## config.mk

```make
export PLATFORM = sky130hd
export DESIGN_NAME = sprite_ram_writer
export DESIGN_NICKNAME = d
export VERILOG_FILES = /design/src/rtl/sprite_ram_writer.sv
export SDC_FILE = /design/constraint.sdc
export NUM_CORES = 1
export LEC_CHECK = 0
export CAP_MARGIN = 40
export CORE_UTILIZATION = 35
export CTS_CLUSTER_DIAMETER = 40
export DETAILED_ROUTE_END_ITERATION = 10
export HOLD_SLACK_MARGIN = 0.15
export PLACE_DENSITY = 0.64
export SLEW_MARGIN = 25
export SYNTH_ARGS = -nofsm -noshare
export SYNTH_HDL_FRONTEND = slang
export SYNTH_SLANG_ARGS = --single-unit
export TNS_END_PERCENT = 100
```

## constraint.sdc

```tcl
create_clock -name Clk -period 6.2 [get_ports Clk]
set_input_delay 1.55 -clock Clk [delete_from_list [all_inputs] [get_ports Clk]]
set_output_delay 1.55 -clock Clk [all_outputs]
set_load 0.01 [all_outputs]
```

## src/rtl/sprite_ram_writer.sv

```systemverilog
// Sprite loader: turns a row-major pixel stream into addressed writes for the
// sprite RAM, using the mapper's layout addr = PITCH*y + x.
//
// state | meaning
// IDLE  | waiting for start; validates the requested rectangle
// RUN   | accepting pixels, one registered write per accepted beat
// FLUSH | last write visible on the RAM port
// DONE  | one-cycle done pulse, then back to IDLE
module sprite_ram_writer #(
    parameter int                ADDR_W = 15,
    parameter int                DATA_W = 32,
    parameter int                PITCH  = 128,
    parameter logic [DATA_W-1:0] KEY    = 32'h00FF0000
) (
    input  logic              Clk,
    input  logic              Reset_n,
    input  logic              start,
    input  logic [9:0]        org_x,
    input  logic [9:0]        org_y,
    input  logic [9:0]        width,
    input  logic [9:0]        height,
    input  logic              skip_key,
    input  logic [DATA_W-1:0] in_data,
    input  logic              in_valid,
    output logic              in_ready,
    output logic              we,
    output logic [ADDR_W-1:0] waddr,
    output logic [DATA_W-1:0] wdata,
    output logic              busy,
    output logic              done,
    output logic              err
);

    typedef enum logic [1:0] {
        ST_IDLE  = 2'd0,
        ST_RUN   = 2'd1,
        ST_FLUSH = 2'd2,
        ST_DONE  = 2'd3
    } state_t;

    localparam logic [31:0]       PITCH_L  = 32'(PITCH);
    localparam logic [31:0]       ADDR_MAX = (32'd1 << ADDR_W) - 32'd1;
    localparam logic [ADDR_W-1:0] PITCH_A  = ADDR_W'(PITCH);

    state_t state_q, state_d;

    logic [9:0]        col_q, col_d;
    logic [9:0]        row_q, row_d;
    logic [9:0]        width_q, width_d;
    logic [9:0]        height_q, height_d;
    logic              skip_q, skip_d;
    logic [ADDR_W-1:0] base_q, base_d;
    logic              in_ready_q, in_ready_d;
    logic              we_q, we_d;
    logic [ADDR_W-1:0] waddr_q, waddr_d;
    logic [DATA_W-1:0] wdata_q, wdata_d;
    logic              err_q, err_d;

    logic [31:0]       ox_w, oy_w, w_w, h_w;
    logic [31:0]       right_edge, last_row, last_addr;
    logic [ADDR_W-1:0] base_start;
    logic              req_ok;

    logic beat, last_col, last_line, final_beat;

    // Request validation in 32-bit unsigned so no term can wrap before the compare.
    always_comb begin
        ox_w       = 32'(org_x);
        oy_w       = 32'(org_y);
        w_w        = 32'(width);
        h_w        = 32'(height);
        right_edge = ox_w + w_w;
        last_row   = oy_w + h_w - 32'd1;
        last_addr  = PITCH_L * last_row + right_edge - 32'd1;
        base_start = ADDR_W'(PITCH_L * oy_w + ox_w);
        req_ok     = (width != 10'd0) && (height != 10'd0) &&
                     (right_edge <= PITCH_L) && (last_addr <= ADDR_MAX);
    end

    always_comb begin
        beat       = in_valid && in_ready_q;
        last_col   = (col_q == width_q - 10'd1);
        last_line  = (row_q == height_q - 10'd1);
        final_beat = beat && last_col && last_line;
    end

    always_ff @(posedge Clk or negedge Reset_n) begin
        if (!Reset_n) begin
            state_q <= ST_IDLE;
        end else begin
            state_q <= state_d;
        end
    end

    always_comb begin
        state_d = state_q;
        case (state_q)
            ST_IDLE:  if (start && req_ok) state_d = ST_RUN;
            ST_RUN:   if (final_beat) state_d = ST_FLUSH;
            ST_FLUSH: state_d = ST_DONE;
            ST_DONE:  state_d = ST_IDLE;
            default:  state_d = ST_IDLE;
        endcase
    end

    always_comb begin
        busy = (state_q == ST_RUN) || (state_q == ST_FLUSH);
        done = (state_q == ST_DONE);
    end

    // Ready is registered: it rises one cycle into RUN and drops right after the final beat.
    always_comb begin
        col_d      = col_q;
        row_d      = row_q;
        width_d    = width_q;
        height_d   = height_q;
        skip_d     = skip_q;
        base_d     = base_q;
        in_ready_d = 1'b0;
        we_d       = 1'b0;
        waddr_d    = waddr_q;
        wdata_d    = wdata_q;
        err_d      = 1'b0;

        if (state_q == ST_IDLE && start) begin
            if (req_ok) begin
                width_d  = width;
                height_d = height;
                skip_d   = skip_key;
                base_d   = base_start;
                col_d    = 10'd0;
                row_d    = 10'd0;
            end else begin
                err_d = 1'b1;
            end
        end

        if (state_q == ST_RUN) begin
            in_ready_d = !final_beat;
            if (beat) begin
                we_d    = !(skip_q && (in_data == KEY));
                waddr_d = base_q + ADDR_W'(col_q);
                wdata_d = in_data;
                if (last_col) begin
                    col_d  = 10'd0;
                    row_d  = row_q + 10'd1;
                    base_d = base_q + PITCH_A;
                end else begin
                    col_d = col_q + 10'd1;
                end
            end
        end
    end

    always_ff @(posedge Clk or negedge Reset_n) begin
        if (!Reset_n) begin
            col_q      <= '0;
            row_q      <= '0;
            width_q    <= '0;
            height_q   <= '0;
            skip_q     <= 1'b0;
            base_q     <= '0;
            in_ready_q <= 1'b0;
            we_q       <= 1'b0;
            waddr_q    <= '0;
            wdata_q    <= '0;
            err_q      <= 1'b0;
        end else begin
            col_q      <= col_d;
            row_q      <= row_d;
            width_q    <= width_d;
            height_q   <= height_d;
            skip_q     <= skip_d;
            base_q     <= base_d;
            in_ready_q <= in_ready_d;
            we_q       <= we_d;
            waddr_q    <= waddr_d;
            wdata_q    <= wdata_d;
            err_q      <= err_d;
        end
    end

    assign in_ready = in_ready_q;
    assign we       = we_q;
    assign waddr    = waddr_q;
    assign wdata    = wdata_q;
    assign err      = err_q;

endmodule

```

Figure 1. Congestion heat map (run 1).
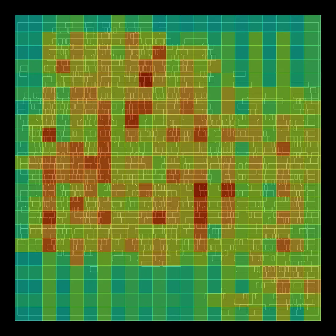
global-route total usage across every layer: 18.07%
most utilized layer in the global route result: met2
Final Util: 46.16%
global routing met1 resource utilization: 26.05%
Global Route met3 Usage: 3.005%

Figure 2. Met3 routing (run 1).
Scale bar: 50 µm.
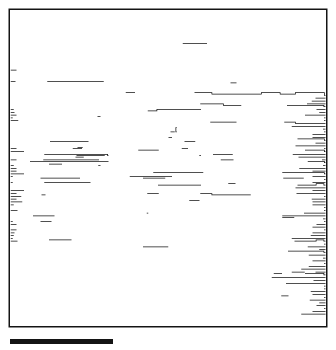
- main direction: horizontal
- wire length on this layer: 1230 µm
- nets with wire on the layer: 145
- longest straight run: 37.7 µm
- share of all routed wire: 5.9%

==> impl_metrics.toml, run 1 <==
# implementation run metrics
[status]
outcome = "completed"

[layout]
final_area_um2 = 10230
mostFrequentLayoutCell = "nand2_1"
n_fill_cell = 2203
comb_area_share_pct = 48.01
layout_top_cells_excl_fill_tap = "nand2_1 (189), clkdlybuf4s50_1 (127), dfrtp_1 (108)"
layout.sequential_cells = 108
nonClkBufAreaFrac_pct = 15.77
multi_input_comb_area_um2 = 4911
area_dominant_class = "combinational gates"
nMultiInputCombCells = 730
flop_area_um2 = 2703
number_of_antenna_repair_diodes = 0
final_cell_count_no_fill = 1395
drive_gt1_share_pct = 7.444
num-nonclk-buffers = 166
seqAreaFraction_pct = 26.42
clock_buffers = 9
nets = 1266
areaGrowthSynthToFinish_pct = 27.65
inverters_excl_clock = 95
layout.clock.cell_area_share_pct = 2.899

[detailed_routing]
route.detailed.vias_per_inst = 5.204
wire_per_inst_um = 14.90
final_antenna_net_count = 0
drt_iter0_markers = 363
drcViolationCount = 0
first_pass_iters = 4
totalWireLength_um = 20780
via_count = 7260

[yosys]
adder_share_pct = 12.80
synth.comb.largest_family = "simple AND/OR/NAND/NOR gates"
yosysTopAreaCellShare_pct = 33.72
yosysWarningCount = 0
synthesis.nets = 1122
async_flop_share_pct = 100.0
mappedNetlistArea_um2 = 8014
edff_count_synth = 0
synth_area_per_cell_um2 = 8.296
postSynthCellCount = 966
synth_top_flop_cell = "dfrtp_1"
area_leaders = "dfrtp_1 (34%), ha_1 (12%), nand2_1 (8.9%), inv_1 (4.4%), xnor2_1 (3.8%)"
synth_xor_xnor_area_share_pct = 5.792
synth_flop_count = 108
post_synth_num_cell_types = 74
synth-cells-yosys = 966
synth.largest_area_cell = "dfrtp_1"
ys_seq_share_pct = 33.72
synth-simple-area-share_pct = 22.58
synth.mux.area_fraction_pct = 1.936
yosys.area_share.aoi_pct = 16.97
yosys-stat-area_um2 = 8014
synth_dominant_cell_count = "nand2_1"

[grt]
antenna_violations_before_repair = 0
grt_start_max_net_pins = 62
grt_pass1_vias = 6888
grt_pass1_wl_um = 34560
grt_overflow = 0

[pwr]
p_sw_share_pct = 38.16
fin_total_pwr_mw = 3.110
seq-power_mw = 1.01
top_power_group = "combinational cells"
clockPowerShare_pct = 18.6
power.density_nw_per_um2 = 304.0
pwr.group.clock_mw = 0.580
combinationalPowerShare_pct = 48.9
p_seq_share_pct = 32.5
total_leakage_power_nw = 4.827
p_switching_mw = 1.187
internal_power_mw = 1.923
power_combinational_mw = 1.52

[job]
warning_count = 34
max_capacitance_violation_count = 0

[min_path]
hold_depth = 2
hold_path.class = "reg2reg"
timing.hold.worst.start = "wdata[4]$_DFFE_PN0P_"
end_of_the_worst_hold_path = "wdata[4]$_DFFE_PN0P_"

[placed_design]
placement.setup.worst_slack_ns = -0.1793
dp_hpwl_um = 16280
final_gp_congestion = 0.9011
placement_cell_area_um2 = 9829
placement.io_buffers = 128
place_inst = 1377

[worst_setup_path]
endpoint_kind = "flop"
crit_slowest_cell = "clkdlybuf4s50_1"
timing.rr.end = "state_q[0]$_DFFE_PN0P_"
cp-startpoint = "org_y[1]"
critical_path.n_buffers_inverters = 5
reg2reg_depth = 10
critical_path.reg2reg.startpoint = "width_q[0]$_DFFE_PN0P_"
critPathArrivalTime_ns = 6.22
worst_ep_required_time_ns = 6.49
r2r_slack_ns = 2.88
endpoint = "base_q[7]$_DFF_PN0_"
max_stage_delay_ns = 0.48
cp-start-kind = "input pin"
critical_path_class = "in2reg"
critical_path_depth = 25
critical-path-top-delay-family = "simple AND/OR/NAND/NOR gates"
timing.critical_path.fanout_max = 3

[clocking]
cts_tree = "yes"
clock_sink_count = 108
cts_htree_levels = 3
cts_repair_resize_count = 0
post-cts-setup-buffer-count = 0
clk_pin_slew_ns = 0.08
clock_tree.root_cell = "clkbuf_16"
numCtsBuffers = 9
worst_skew_pair.late_latency_ns = 0.36
cts_hold_buf = 0

[floorplan]
core_region_area_um2 = 22160
chip_area_um2 = 23510
placementRows = 54
taps = 280
die_w_um = 153.3
die_h_um = 153.3
fp_util_pct = 36.16
io_pins = 129

[timing]
rsz_0062_raised_after_global_routing = "true"
timing.slew.headroom_pct = 52.60
clock-skew-final_ns = 0.009831
final_max_slew_viol_count = 0
achievable-frequency_ghz = 0.1687
tightest_slew_ns = 0.7045
fin_tns_setup_ns = 0
period_used_pct = 95.63
fin_worst_hold_slack_ns = 0.4777
timing_hold_violations_final = 0
final_critical_path_required_period_ns = 5.929
final.setup.worst_slack_ns = 0.2709
setup_violations = 0
Figure 3. Sequential cells grouped by signal name (run 1).
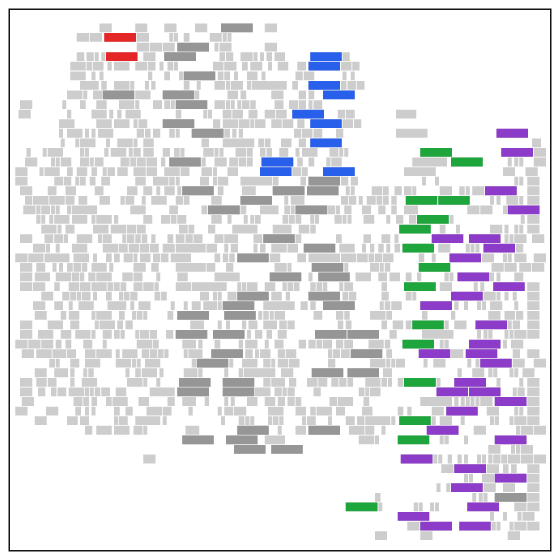
- `wdata`: purple (placed flops 32)
- `state_q`: red (placed flops 2)
- `row_q`: blue (placed flops 10; where north)
- `waddr`: green (placed flops 15)
- not coloured: 49

Figure 4. Logic cells by family (run 1).
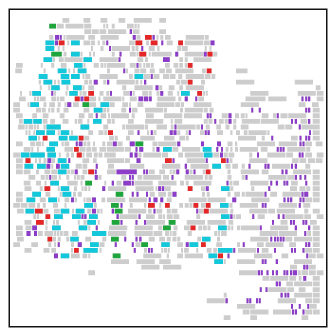
- multiplexers: green (cells 14; most used mux2_1)
- NAND gates: purple (cells 249; most used nand2_1)
- adder and majority cells: cyan (cells 79; most used ha_1)
- AND-OR and OR-AND gates: red (cells 39; most used o21a_1)

==> run 1: sequential cells by signal, indices dropped and copies added (netlist names) <==
register / cells
err: 1
col_q: 10
width_q: 10
skip_q: 1
waddr: 15
row_q: 10
we: 1
state_q: 2
wdata: 32
base_q: 15
height_q: 10
in_ready: 1
==> run 1: layer usage <==
layer  vias up  part of all wire, %  wire length, µm  GRT usage (%)
met5         -                    0                0              0
met2       194                   44             9045          28.51
met1      3423                   50            10380          26.05
met4         0                 0.60              124          3.175
li1       3628                    -                -              -
met3        15                  5.9             1225          3.005
Figure 5. Met2 routing (run 1).
Cells faint in the background.
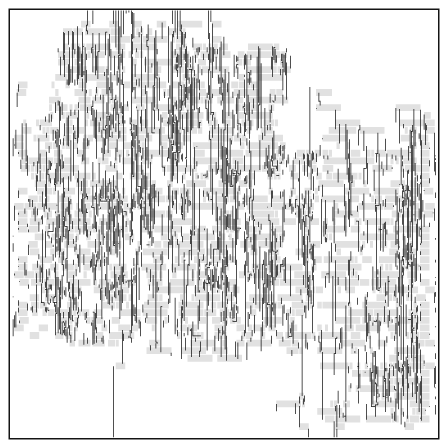

==> run 2: changes to the inputs <==
Settings changed: CTS_CLUSTER_DIAMETER 40 to 120, SLEW_MARGIN 25 to 10.
Figure 6. Met2 routing (run 2).
Cells faint in the background.
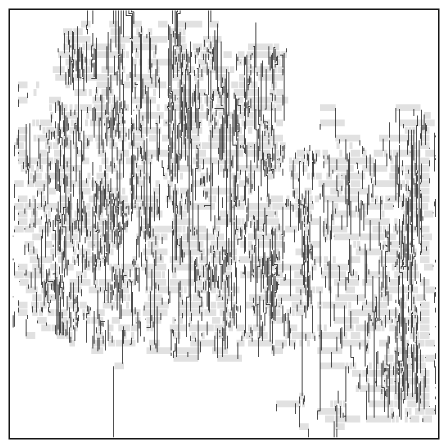
- longest straight run: 67.0 µm
- share of all routed wire: 43%
- main direction: vertical
- wire length on this layer: 9050 µm

Figure 7. Logic cells by family (run 2).
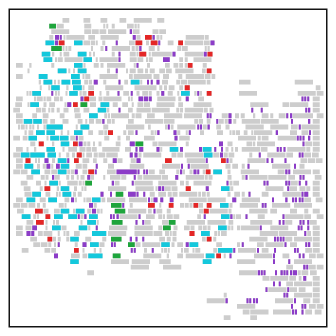
- multiplexers: green (cells 14)
- AND-OR and OR-AND gates: red (cells 39; most used o21a_1)
- adder and majority cells: cyan (cells 79; most used ha_1)
- NAND gates: purple (cells 249; most used nand2_1)

Figure 8. Sequential cells grouped by signal name (run 2).
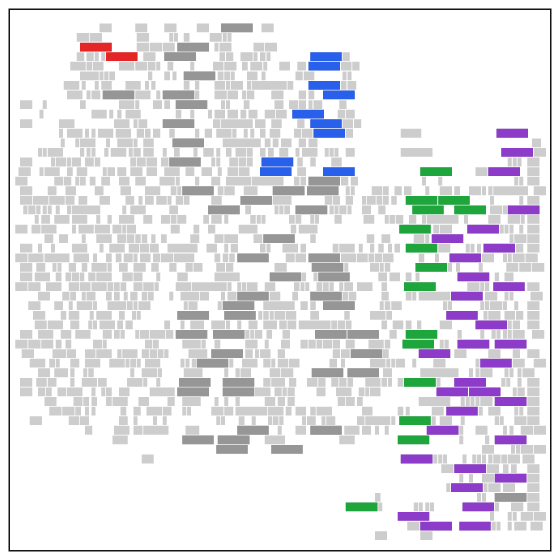
- `row_q`: blue (placed flops 10; where north)
- `state_q`: red (placed flops 2)
- `wdata`: purple (placed flops 32)
- `waddr`: green (placed flops 15)

==> impl_metrics.toml, run 2 <==
# implementation run metrics
[min_path]
end_of_the_worst_hold_path = "waddr[10]$_DFFE_PN0P_"
hold_path.class = "reg2reg"
hold_depth = 2
timing.hold.worst.start = "waddr[10]$_DFFE_PN0P_"

[worst_setup_path]
worstPathCellList = "clkdlybuf4s50_1 -> inv_1 -> ha_1 -> inv_1 -> ha_1 -> nor2b_1 -> o21ai_1 -> a21boi_1 -> o21ai_0 -> nand2b_1 -> a21o_1 -> a21o_1 -> a211o_1 -> ha_1 -> a21oi_1 -> a31oi_1 -> o21ai_1 -> a311oi_2 -> buf_4 -> nor4b_2 -> buf_4 -> and4_1 -> nor3_1"
timing.rr.end = "state_q[0]$_DFFE_PN0P_"
timing.critical_path.fanout_max = 5
reg2reg_depth = 10
max_stage_delay_ns = 0.54
endpoint = "state_q[0]$_DFFE_PN0P_"
critical_path_class = "in2reg"
critPathArrivalTime_ns = 6.17
crit_slowest_cell = "clkdlybuf4s50_1"
endpoint_kind = "flop"
r2r_slack_ns = 2.87
critical-path-top-cell-by-count = "ha_1"
critical_path.n_buffers_inverters = 5
critical_path_depth = 23
critical-path-top-delay-family = "AND-OR/OR-AND gates"
cp-startpoint = "org_y[3]"
cp-start-kind = "input pin"
worst_ep_required_time_ns = 6.45
critical_path.reg2reg.startpoint = "width_q[0]$_DFFE_PN0P_"

[floorplan]
core_region_area_um2 = 22160
die_h_um = 153.3
chip_area_um2 = 23510
fp_util_pct = 36.16
placementRows = 54
io_pins = 129
die_w_um = 153.3

[layout]
nets = 1265
layout_top_cells_excl_fill_tap = "nand2_1 (189), clkdlybuf4s50_1 (127), dfrtp_1 (108)"
largest_register_ffs = 32
final_cell_count_no_fill = 1394
drive_gt1_share_pct = 7.899
number_of_antenna_repair_diodes = 0
final_area_um2 = 10280
utilization_pct = 46.38
mostFrequentLayoutCell = "nand2_1"
areaGrowthSynthToFinish_pct = 28.26

[clocking]
clk_path_buf_depth = 2
clk_pin_slew_ns = 0.08
cts_hold_buf = 0
cts_tree = "yes"
clock_tree.root_cell = "clkbuf_16"
worst_skew_pair.late_latency_ns = 0.36
clock_sink_count = 108
cts_htree_levels = 3
numCtsBuffers = 9

[pwr]
p_seq_share_pct = 31.7
ir_worst_vdd_mv = 0.1356
p_sw_share_pct = 37.05
power_combinational_mw = 1.52
combinationalPowerShare_pct = 47.7
top_power_group = "combinational cells"
p_switching_mw = 1.181
pwr.group.clock_mw = 0.657
seq-power_mw = 1.01
fin_total_pwr_mw = 3.187
internal_power_mw = 2.007
total_leakage_power_nw = 4.849
clockPowerShare_pct = 20.6
power.density_nw_per_um2 = 310.1

[job]
max_capacitance_violation_count = 0
warning_count = 33

[status]
outcome = "completed"

[yosys]
synth_top_flop_cell = "dfrtp_1"
synth_flop_count = 108
synth_xor_xnor_area_share_pct = 5.792
ys_seq_share_pct = 33.72
synth.mux.area_fraction_pct = 1.936
post_synth_num_cell_types = 74
mappedNetlistArea_um2 = 8014
synth.top_cells.by_count = "nand2_1 (189), dfrtp_1 (108), inv_1 (95), ha_1 (74), nor2_1 (39)"
synth.largest_area_cell = "dfrtp_1"
edff_count_synth = 0
synth_area_per_cell_um2 = 8.296
yosys.area_share.aoi_pct = 16.97
synth_dominant_cell_count = "nand2_1"
yosysTopAreaCellShare_pct = 33.72
postSynthCellCount = 966
synth-simple-area-share_pct = 22.58
yosysWarningCount = 0
synth-cells-yosys = 966
async_flop_share_pct = 100.0
area_leaders = "dfrtp_1 (34%), ha_1 (12%), nand2_1 (8.9%), inv_1 (4.4%), xnor2_1 (3.8%)"
synth.comb.largest_family = "simple AND/OR/NAND/NOR gates"
adder_share_pct = 12.80
yosys-stat-area_um2 = 8014
synthesis.nets = 1122

[timing]
timing.slew.headroom_pct = 41.09
rsz_0062_raised_after_global_routing = "false"
setup_violations = 0
final_critical_path_required_period_ns = 5.920
achievable-frequency_ghz = 0.1689
period_used_pct = 95.49
final_max_slew_viol_count = 0
fin_worst_hold_slack_ns = 0.4727
final.setup.worst_slack_ns = 0.2799
timing_hold_violations_final = 0
clock-skew-final_ns = 0.01036
fin_tns_setup_ns = 0
tightest_slew_ns = 0.8836

[detailed_routing]
drcViolationCount = 0
route.detailed.vias_per_inst = 5.282
first_pass_iters = 5
drt_iter0_markers = 380
totalWireLength_um = 20830
via_count = 7363
final_antenna_net_count = 0
wire_per_inst_um = 14.94

[grt]
grt_pass1_vias = 7082
grt_pass1_wl_um = 34820
grt_util_all_layers_pct = 18.24
grt_start_max_net_pins = 62
grt_overflow = 0
antenna_violations_before_repair = 0

[placed_design]
final_gp_congestion = 0.9011
placement_cell_area_um2 = 9829
dp_hpwl_um = 16230
placement.io_buffers = 128
place_inst = 1377
placement.setup.worst_slack_ns = -0.1941
## run 2: cell counts after synthesis
Identical to the previous run, type by type.
## run 2: area by class of cell
class	instances	area [µm²]
inverter	95	356.6
timing repair buffer	165	1602
clock inverter	7	116.4
multi-input combinational	730	4926
tap	280	350.3
clock buffer	9	225.2
sequential	108	2703
fill	2190	11880
## run 2: per-layer routing
layer | GRT usage, % | part of all wire (%) | vias to the layer above
met5 | 0 | 0 | -
met4 | 5.772 | 1.8 | 0
met3 | 2.694 | 5.6 | 31
met2 | 29.01 | 43 | 212
met1 | 25.38 | 49 | 3486
li1 | - | - | 3634
## run 2: repair_timing
| action | CTS | global route |
|---|---|---|
| buffers inserted | 0 | 1 |
| setup endpoints to repair | 0 | 58 |
| gates resized | 0 | 22 |
==> run 3: changes to the inputs <==
Settings changed: GPL_ROUTABILITY_DRIVEN set to 0.
Figure 9. Met2 routing (run 3).
Cells faint in the background.
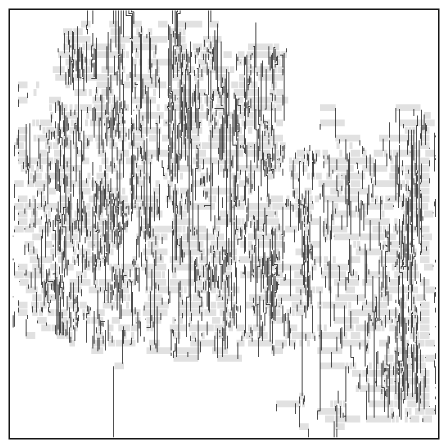
- share of all routed wire: 43%
- nets with wire on the layer: 1054
- main direction: vertical

Figure 10. Logic cells by family (run 3).
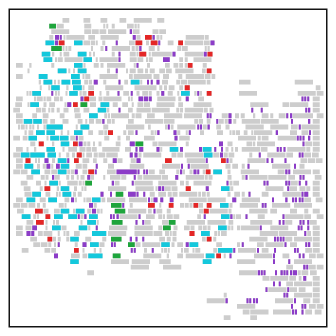
- AND-OR and OR-AND gates: red (cells 39; most used o21a_1)
- adder and majority cells: cyan (cells 79; most used ha_1)
- multiplexers: green (cells 14)
- NAND gates: purple (cells 249; most used nand2_1)

==> impl_metrics.toml, run 3 <==
# implementation run metrics
[worst_setup_path]
critical_path.reg2reg.startpoint = "width_q[0]$_DFFE_PN0P_"
critPathArrivalTime_ns = 6.17
critical_path_depth = 23
worst_ep_required_time_ns = 6.45
worstPathCellList = "clkdlybuf4s50_1 -> inv_1 -> ha_1 -> inv_1 -> ha_1 -> nor2b_1 -> o21ai_1 -> a21boi_1 -> o21ai_0 -> nand2b_1 -> a21o_1 -> a21o_1 -> a211o_1 -> ha_1 -> a21oi_1 -> a31oi_1 -> o21ai_1 -> a311oi_2 -> buf_4 -> nor4b_2 -> buf_4 -> and4_1 -> nor3_1"
critical_path.n_buffers_inverters = 5
critical-path-top-cell-by-count = "ha_1"
max_stage_delay_ns = 0.54
r2r_slack_ns = 2.87
critical-path-top-delay-family = "AND-OR/OR-AND gates"
critical_path_class = "in2reg"
timing.rr.end = "state_q[0]$_DFFE_PN0P_"
endpoint = "state_q[0]$_DFFE_PN0P_"
crit_slowest_cell = "clkdlybuf4s50_1"
cp-startpoint = "org_y[3]"

[placed_design]
placement.setup.worst_slack_ns = -0.1941
placement.io_buffers = 128
place_inst = 1377

[grt]
globalRouteMet3Util_pct = 2.694
grt_pass1_wl_um = 34820
grt_use_met1_pct = 25.38
grt_start_max_net_pins = 62
gr-usage-met2_pct = 29.01
grt_overflow = 0
grt_pass1_vias = 7082

[timing]
timing_hold_violations_final = 0
period_used_pct = 95.49
timing.slew.headroom_pct = 41.09
tightest_slew_ns = 0.8836
final_max_slew_viol_count = 0
final_critical_path_required_period_ns = 5.920
rsz_0062_raised_after_global_routing = "false"

[layout]
utilization_pct = 46.38
mostFrequentLayoutCell = "nand2_1"
number_of_antenna_repair_diodes = 0
nets = 1265
final_cell_count_no_fill = 1394
largest_register_ffs = 32
layout_top_cells_excl_fill_tap = "nand2_1 (189), clkdlybuf4s50_1 (127), dfrtp_1 (108)"
final_area_um2 = 10280

[detailed_routing]
first_pass_iters = 5
via_count = 7363
wl_met2_um = 9049
met1_length_um = 10230
topRoutingLayerUsed = "met4"
dr_wl_met3_um = 1174
route.detailed.vias_per_inst = 5.282
wire_per_inst_um = 14.94

[yosys]
post_synth_num_cell_types = 74
adder_share_pct = 12.80
synth_area_per_cell_um2 = 8.296
ys_seq_share_pct = 33.72
edff_count_synth = 0
synth.top_cells.by_count = "nand2_1 (189), dfrtp_1 (108), inv_1 (95), ha_1 (74), nor2_1 (39)"
synth_dominant_cell_count = "nand2_1"
yosysTopAreaCellShare_pct = 33.72
synth-cells-yosys = 966
synth-simple-area-share_pct = 22.58
synth_top_flop_cell = "dfrtp_1"
yosys.area_share.aoi_pct = 16.97
mappedNetlistArea_um2 = 8014

[pwr]
internal_power_mw = 2.007
pwr.group.clock_mw = 0.657
p_switching_mw = 1.181
p_sw_share_pct = 37.05
top_power_group = "combinational cells"

[status]
outcome = "completed"

[clocking]
numCtsBuffers = 9
clk_path_buf_depth = 2
clock_tree.root_cell = "clkbuf_16"
clock_sink_count = 108
cts_htree_levels = 3
clk_pin_slew_ns = 0.08
worst_skew_pair.late_latency_ns = 0.36

[floorplan]
fp_util_pct = 36.16
die_w_um = 153.3
io_pins = 129
die_h_um = 153.3

[min_path]
hold_path.class = "reg2reg"
timing.hold.worst.start = "waddr[10]$_DFFE_PN0P_"

[job]
warning_count = 33
Figure 11. Met3 routing (run 3).
Scale bar: 50 µm.
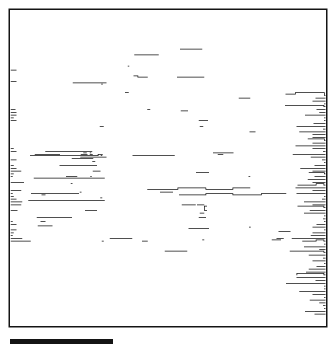
- longest straight run: 36.8 µm
- share of all routed wire: 5.6%

-- run 3: cell counts in the layout (fill, tap and decap cells not counted) --
Identical to the previous run, type by type.
-- run 3: repair_timing --
item | in CTS | in global routing
gates resized | 0 | 22
setup endpoints to repair | 0 | 58
buffers inserted | 0 | 1
hold buffers | 0 | 0
-- run 3: area by class of cell --
class                           count  area, µm²
Clock buffer                        9      225.2
Clock inverter                      7      116.4
Fill cell                        2190      11880
Inverter                           95      356.6
Multi-Input combinational cell    730       4926
Sequential cell                   108       2703
Tap cell                          280      350.3
Timing Repair Buffer              165       1602
-- run 3: metrics by stage --
step	power, mW	TNS, ns	hold slack [ns]
finish	3.187	0	0.4727
global route	3.431	0	0.4921
CTS	3.168	0	0.4806
detailed placement	2.497	-5.337	0.4614
global placement	2.466	-0.6714	0.4564
floorplan	1.874	0	0.4307
Power and IR drop assume default switching activity.
